Zoomed window:
Bar = 10 µm. Window x 47 to 77, y 47 to 77 µm. Cells in gray, sequential cells in the stronger gray; small squares are vias.
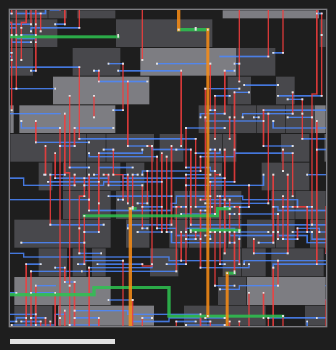
Met4 routing:
Supply wires on this layer in gray.
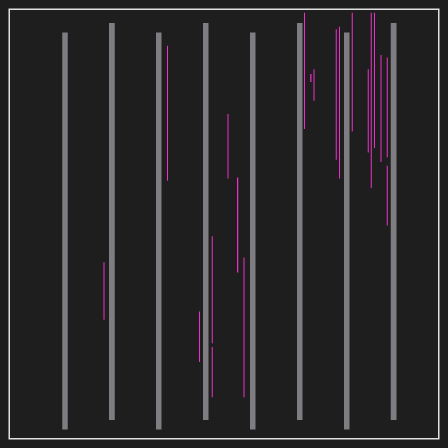
M1 wires:
Supply wires on this layer in gray.
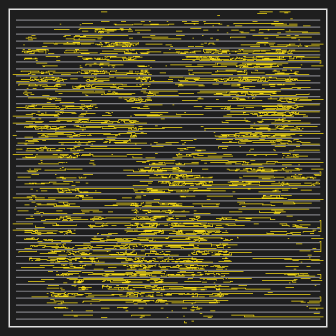
Wiring by layer:
Two of the layers only.
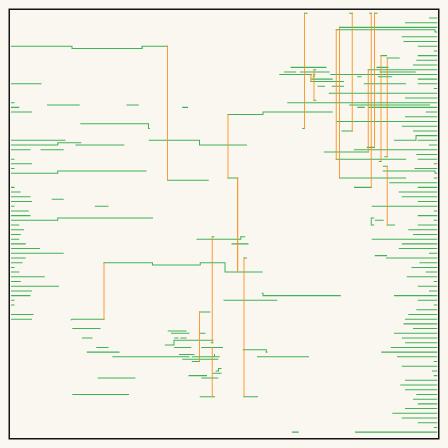
Clock nets:
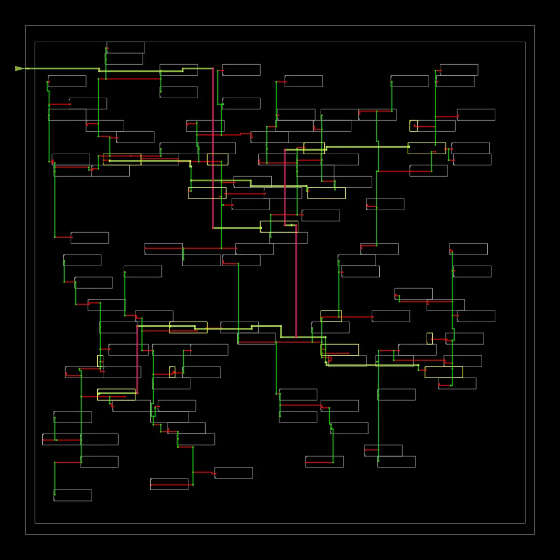
<file path="src/rtl/rv_test_pkg.sv">
// Shared types and RISC-V encodings for the test-termination monitor.
package rv_test_pkg;

  typedef enum logic [1:0] {
    ST_IDLE   = 2'd0,
    ST_RUN    = 2'd1,
    ST_SETTLE = 2'd2,
    ST_DONE   = 2'd3
  } state_e;

  localparam logic [6:0]  OPC_SYSTEM     = 7'b1110011;
  localparam logic [2:0]  FUNCT3_PRIV    = 3'b000;
  localparam logic [11:0] FUNCT12_ECALL  = 12'h000;
  localparam logic [11:0] FUNCT12_EBREAK = 12'h001;

  // True when the opcode/funct3/funct12 fields encode the given privileged SYSTEM op.
  function automatic logic is_priv_op(input logic [6:0]  opcode,
                                      input logic [2:0]  funct3,
                                      input logic [11:0] funct12,
                                      input logic [11:0] target);
    return (opcode == OPC_SYSTEM) && (funct3 == FUNCT3_PRIV) && (funct12 == target);
  endfunction

endpackage

</file>
<file path="src/rtl/rv_term_decode.sv">
// Combinational decode of the two run-terminating events: an ECALL/EBREAK
// retiring, and a store of an odd word to the tohost MMIO address.
module rv_term_decode
  import rv_test_pkg::*;
#(
  parameter logic [31:0] TOHOST_ADDR = 32'h0000_1000,
  parameter bit          EN_ECALL    = 1'b1,
  parameter bit          EN_EBREAK   = 1'b1,
  parameter bit          EN_TOHOST   = 1'b1
) (
  input  logic        i_inst_valid,
  input  logic [6:0]  i_opcode,
  input  logic [2:0]  i_funct3,
  input  logic [11:0] i_funct12,
  input  logic        i_st_valid,
  input  logic [31:0] i_st_addr,
  input  logic        i_st_data_lsb,
  output logic        o_is_trap,
  output logic        o_is_tohost
);

  logic w_ecall;
  logic w_ebreak;

  assign w_ecall  = EN_ECALL  && is_priv_op(i_opcode, i_funct3, i_funct12, FUNCT12_ECALL);
  assign w_ebreak = EN_EBREAK && is_priv_op(i_opcode, i_funct3, i_funct12, FUNCT12_EBREAK);

  assign o_is_trap   = i_inst_valid && (w_ecall || w_ebreak);
  // An even tohost word is not a completion code, so only bit 0 = 1 counts.
  assign o_is_tohost = EN_TOHOST && i_st_valid && (i_st_addr == TOHOST_ADDR) && i_st_data_lsb;

endmodule

</file>
<file path="src/rtl/rv_test_monitor.sv">
// Watches a core running a riscv-tests style program and reports pass/fail,
// the failing test number, a timeout, and cycle/retire statistics.
//
// Control semantics: start and clr are level-sampled on each rising edge with
// no handshake; start only matters in IDLE, clr wins over everything in every
// state. Result outputs are sticky from entry into DONE until clr or reset.
module rv_test_monitor
  import rv_test_pkg::*;
#(
  parameter int          XLEN           = 32,
  parameter int          CNT_W          = 32,
  parameter int          TIMEOUT_CYCLES = 10000,
  parameter logic [31:0] TOHOST_ADDR    = 32'h0000_1000,
  parameter bit          EN_ECALL       = 1'b1,
  parameter bit          EN_EBREAK      = 1'b1,
  parameter bit          EN_TOHOST      = 1'b1
) (
  input  logic              clk,
  input  logic              reset,
  input  logic              start,
  input  logic              clr,
  input  logic              inst_valid,
  input  logic [31:0]       inst,
  input  logic [XLEN-1:0]   gp_value,
  input  logic              st_valid,
  input  logic [31:0]       st_addr,
  input  logic [XLEN-1:0]   st_data,
  output logic              done,
  output logic              pass,
  output logic              timed_out,
  output logic [XLEN-2:0]   fail_test,
  output logic [CNT_W-1:0]  cycle_count,
  output logic [CNT_W-1:0]  retire_count
);

  localparam logic [CNT_W-1:0] CNT_MAX = '1;

  state_e            r_state;
  state_e            w_next_state;
  logic              r_done;
  logic              r_pass;
  logic              r_timed_out;
  logic [XLEN-2:0]   r_fail_test;
  logic [CNT_W-1:0]  r_cycle_count;
  logic [CNT_W-1:0]  r_retire_count;

  logic              w_is_trap;
  logic              w_is_tohost;
  logic              w_timeout_hit;
  logic              w_load;
  logic              w_load_pass;
  logic              w_load_timed_out;
  logic [XLEN-2:0]   w_load_fail;
  logic              w_unused_inst_bits;

  // rd/rs1 fields of ECALL/EBREAK carry no meaning for termination.
  assign w_unused_inst_bits = &{1'b0, inst[19:15], inst[11:7]};

  rv_term_decode #(
    .TOHOST_ADDR (TOHOST_ADDR),
    .EN_ECALL    (EN_ECALL),
    .EN_EBREAK   (EN_EBREAK),
    .EN_TOHOST   (EN_TOHOST)
  ) u_decode (
    .i_inst_valid  (inst_valid),
    .i_opcode      (inst[6:0]),
    .i_funct3      (inst[14:12]),
    .i_funct12     (inst[31:20]),
    .i_st_valid    (st_valid),
    .i_st_addr     (st_addr),
    .i_st_data_lsb (st_data[0]),
    .o_is_trap     (w_is_trap),
    .o_is_tohost   (w_is_tohost)
  );

  // Compared at 64 bits so a narrow counter never aliases a large timeout.
  assign w_timeout_hit = (64'(r_cycle_count) == (64'(TIMEOUT_CYCLES) - 64'd1));

  // State register; reset discards any run in flight, including a pending gp sample.
  always_ff @(posedge clk or posedge reset) begin
    if (reset) r_state <= ST_IDLE;
    else       r_state <= w_next_state;
  end

  // Next state and the result to latch on entry into DONE.
  always_comb begin
    w_next_state     = r_state;
    w_load           = 1'b0;
    w_load_pass      = 1'b0;
    w_load_timed_out = 1'b0;
    w_load_fail      = '0;
    if (clr) begin
      w_next_state = ST_IDLE;
    end else begin
      case (r_state)
        ST_IDLE: begin
          if (start) w_next_state = ST_RUN;
        end
        ST_RUN: begin
          if (w_is_tohost) begin
            w_next_state = ST_DONE;
            w_load       = 1'b1;
            w_load_pass  = (st_data == XLEN'(1));
            w_load_fail  = (st_data == XLEN'(1)) ? '0 : st_data[XLEN-1:1];
          end else if (w_is_trap) begin
            // gp is written by the instruction before the trap; wait one cycle.
            w_next_state = ST_SETTLE;
          end else if (w_timeout_hit) begin
            w_next_state     = ST_DONE;
            w_load           = 1'b1;
            w_load_timed_out = 1'b1;
          end
        end
        ST_SETTLE: begin
          w_next_state = ST_DONE;
          w_load       = 1'b1;
          w_load_pass  = (gp_value == XLEN'(1));
          w_load_fail  = (gp_value == XLEN'(1)) ? '0 : gp_value[XLEN-1:1];
        end
        ST_DONE: begin
          w_next_state = ST_DONE;
        end
        default: begin
          w_next_state = ST_IDLE;
        end
      endcase
    end
  end

  // Saturating cycle and retire counters, cleared by clr and frozen outside RUN/SETTLE.
  always_ff @(posedge clk or posedge reset) begin
    if (reset) begin
      r_cycle_count  <= '0;
      r_retire_count <= '0;
    end else if (clr) begin
      r_cycle_count  <= '0;
      r_retire_count <= '0;
    end else begin
      if ((r_state == ST_RUN || r_state == ST_SETTLE) && (r_cycle_count != CNT_MAX))
        r_cycle_count <= r_cycle_count + CNT_W'(1);
      if ((r_state == ST_RUN) && inst_valid && (r_retire_count != CNT_MAX))
        r_retire_count <= r_retire_count + CNT_W'(1);
    end
  end

  // Sticky result registers, loaded once on entry into DONE.
  always_ff @(posedge clk or posedge reset) begin
    if (reset) begin
      r_done      <= 1'b0;
      r_pass      <= 1'b0;
      r_timed_out <= 1'b0;
      r_fail_test <= '0;
    end else if (clr) begin
      r_done      <= 1'b0;
      r_pass      <= 1'b0;
      r_timed_out <= 1'b0;
      r_fail_test <= '0;
    end else if (w_load) begin
      r_done      <= 1'b1;
      r_pass      <= w_load_pass;
      r_timed_out <= w_load_timed_out;
      r_fail_test <= w_load_fail;
    end
  end

  assign done         = r_done;
  assign pass         = r_pass;
  assign timed_out    = r_timed_out;
  assign fail_test    = r_fail_test;
  assign cycle_count  = r_cycle_count;
  assign retire_count = r_retire_count;

endmodule

</file>
<file path="config.mk">
export PLATFORM = sky130hd
export DESIGN_NAME = rv_test_monitor
export DESIGN_NICKNAME = d
export VERILOG_FILES = /design/src/rtl/rv_test_pkg.sv /design/src/rtl/rv_term_decode.sv /design/src/rtl/rv_test_monitor.sv
export SDC_FILE = /design/constraint.sdc
export NUM_CORES = 1
export LEC_CHECK = 0
export ABC_AREA = 0
export CAP_MARGIN = 10
export CORE_MARGIN = 2
export CORE_UTILIZATION = 40
export CTS_CLUSTER_DIAMETER = 40
export DETAILED_ROUTE_END_ITERATION = 6
export GPL_TIMING_DRIVEN = 1
export PLACE_DENSITY_LB_ADDON = 0.15
export RECOVER_POWER = 50
export SETUP_SLACK_MARGIN = 0.5
export SYNTH_ARGS = -nofsm -noshare
export SYNTH_HDL_FRONTEND = slang
export SYNTH_SLANG_ARGS = --single-unit
export TNS_END_PERCENT = 1
</file>
<file path="constraint.sdc">
create_clock -name clk -period 2.7 [get_ports clk]
set_input_delay 0.27 -clock clk [delete_from_list [all_inputs] [get_ports clk]]
set_output_delay 0.27 -clock clk [all_outputs]
set_load 0.05 [all_outputs]
</file>
==> results.txt <==
status -> complete, but fails checks
violated checks -> max-capacitance violations, max-slew violations
Max Cap Violations -> 2
reg2reg path depth -> 7
Cell Type Count -> 51
chip area -> 15300 µm²
Pre-antenna DRT Iters -> 5
# clk buffers -> 15
Port Buf Inserts -> 220
Cells after Synth -> 615
bufs w/o clock -> 245
largest net degree at the start of global routing -> 73
Setup Total Neg Slack -> 0 ns
routing usage on met3 -> 0.0765
crit end category -> flip-flop
Seq share, synth -> 0.437
ys flop type -> dfrtp_1
Via density -> 6.10
GRT Residual Overflow -> 0
inverter count -> 14
final-report max-slew violation count -> 102
Top class by area -> combinational gates
Hold Path End -> fail_test[11]$_DFFE_PP0P_
syn nets -> 756
P per Cell Area -> 605 nW/µm²
GRT busiest layer -> met2
most numerous logic cell after layout -> clkdlybuf4s50_1
required time worst endpoint -> 2.94 ns
Tapcell Cnt -> 180
Worst Hold Launch -> fail_test[11]$_DFFE_PP0P_
CTS tree -> done
tool warning count -> 44
total CTS buffers -> 9
Critical Path Start Type -> input port
Detail Route met3 WL -> 1780 µm
Post-Synth Simple-Gate Area -> 0.269
Notes on 'zoomed window' above:
Key: red = met2; green = met3; blue = met1; orange = met4
Netlist names of flops here include cycle_count (3), r_state (2). Most frequent: buf_4 (7), a21oi_1 (6), dfrtp_1 (6). 61 logic cells have their middle in the window. Sequential cells in the window: 6.

Notes on 'met4 routing' above:
The layer holds 2.8% of the routed length. The longest straight run is 50.3 µm. The wires run mostly vertical. 18 nets have wire on it.
Final Routed Wirelength: 19700 µm
DR vias: 6235

Notes on 'M1 wires' above:
823 nets have wire on it. The layer holds 40% of the routed length. The longest straight run is 36.8 µm.

Notes on 'wiring by layer' above:
Key: orange = met4 [wire length 548 µm]; green = met3 [wire length 1780 µm]

Notes on 'clock nets' above:
CTS Sinks: 100
Seq Cell Count: 100
Final Skew: 0.0110 ns

## power groups by stage
| stage | clock (mW) | combinational, mW | sequential, mW |
|---|---|---|---|
| after floorplan | 0 | 0.855 | 2.30 |
| after global placement | 0 | 2.04 | 1.79 |
| after detailed placement | 0 | 2.08 | 1.80 |
| after CTS | 1.28 | 2.15 | 1.77 |
| after global routing | 1.34 | 2.28 | 1.79 |
| final | 1.25 | 2.15 | 1.77 |
## repair_timing
action | in CTS | in global routing
setup endpoints to repair | 39 | 88
buffers inserted | 5 | 3
hold buffers | 0 | 0
resized | 4 | 7
pin swaps | 2 | 4
## critical path, stage by stage
cell and delay (ns):
dlygate4sd3_1 0.60, nor4b_1 0.31, nand4_1 0.33, or3_1 0.49, a31o_1 0.21, a221oi_1 0.29
No activity file was given, so power comes from the tool's default toggle rates.
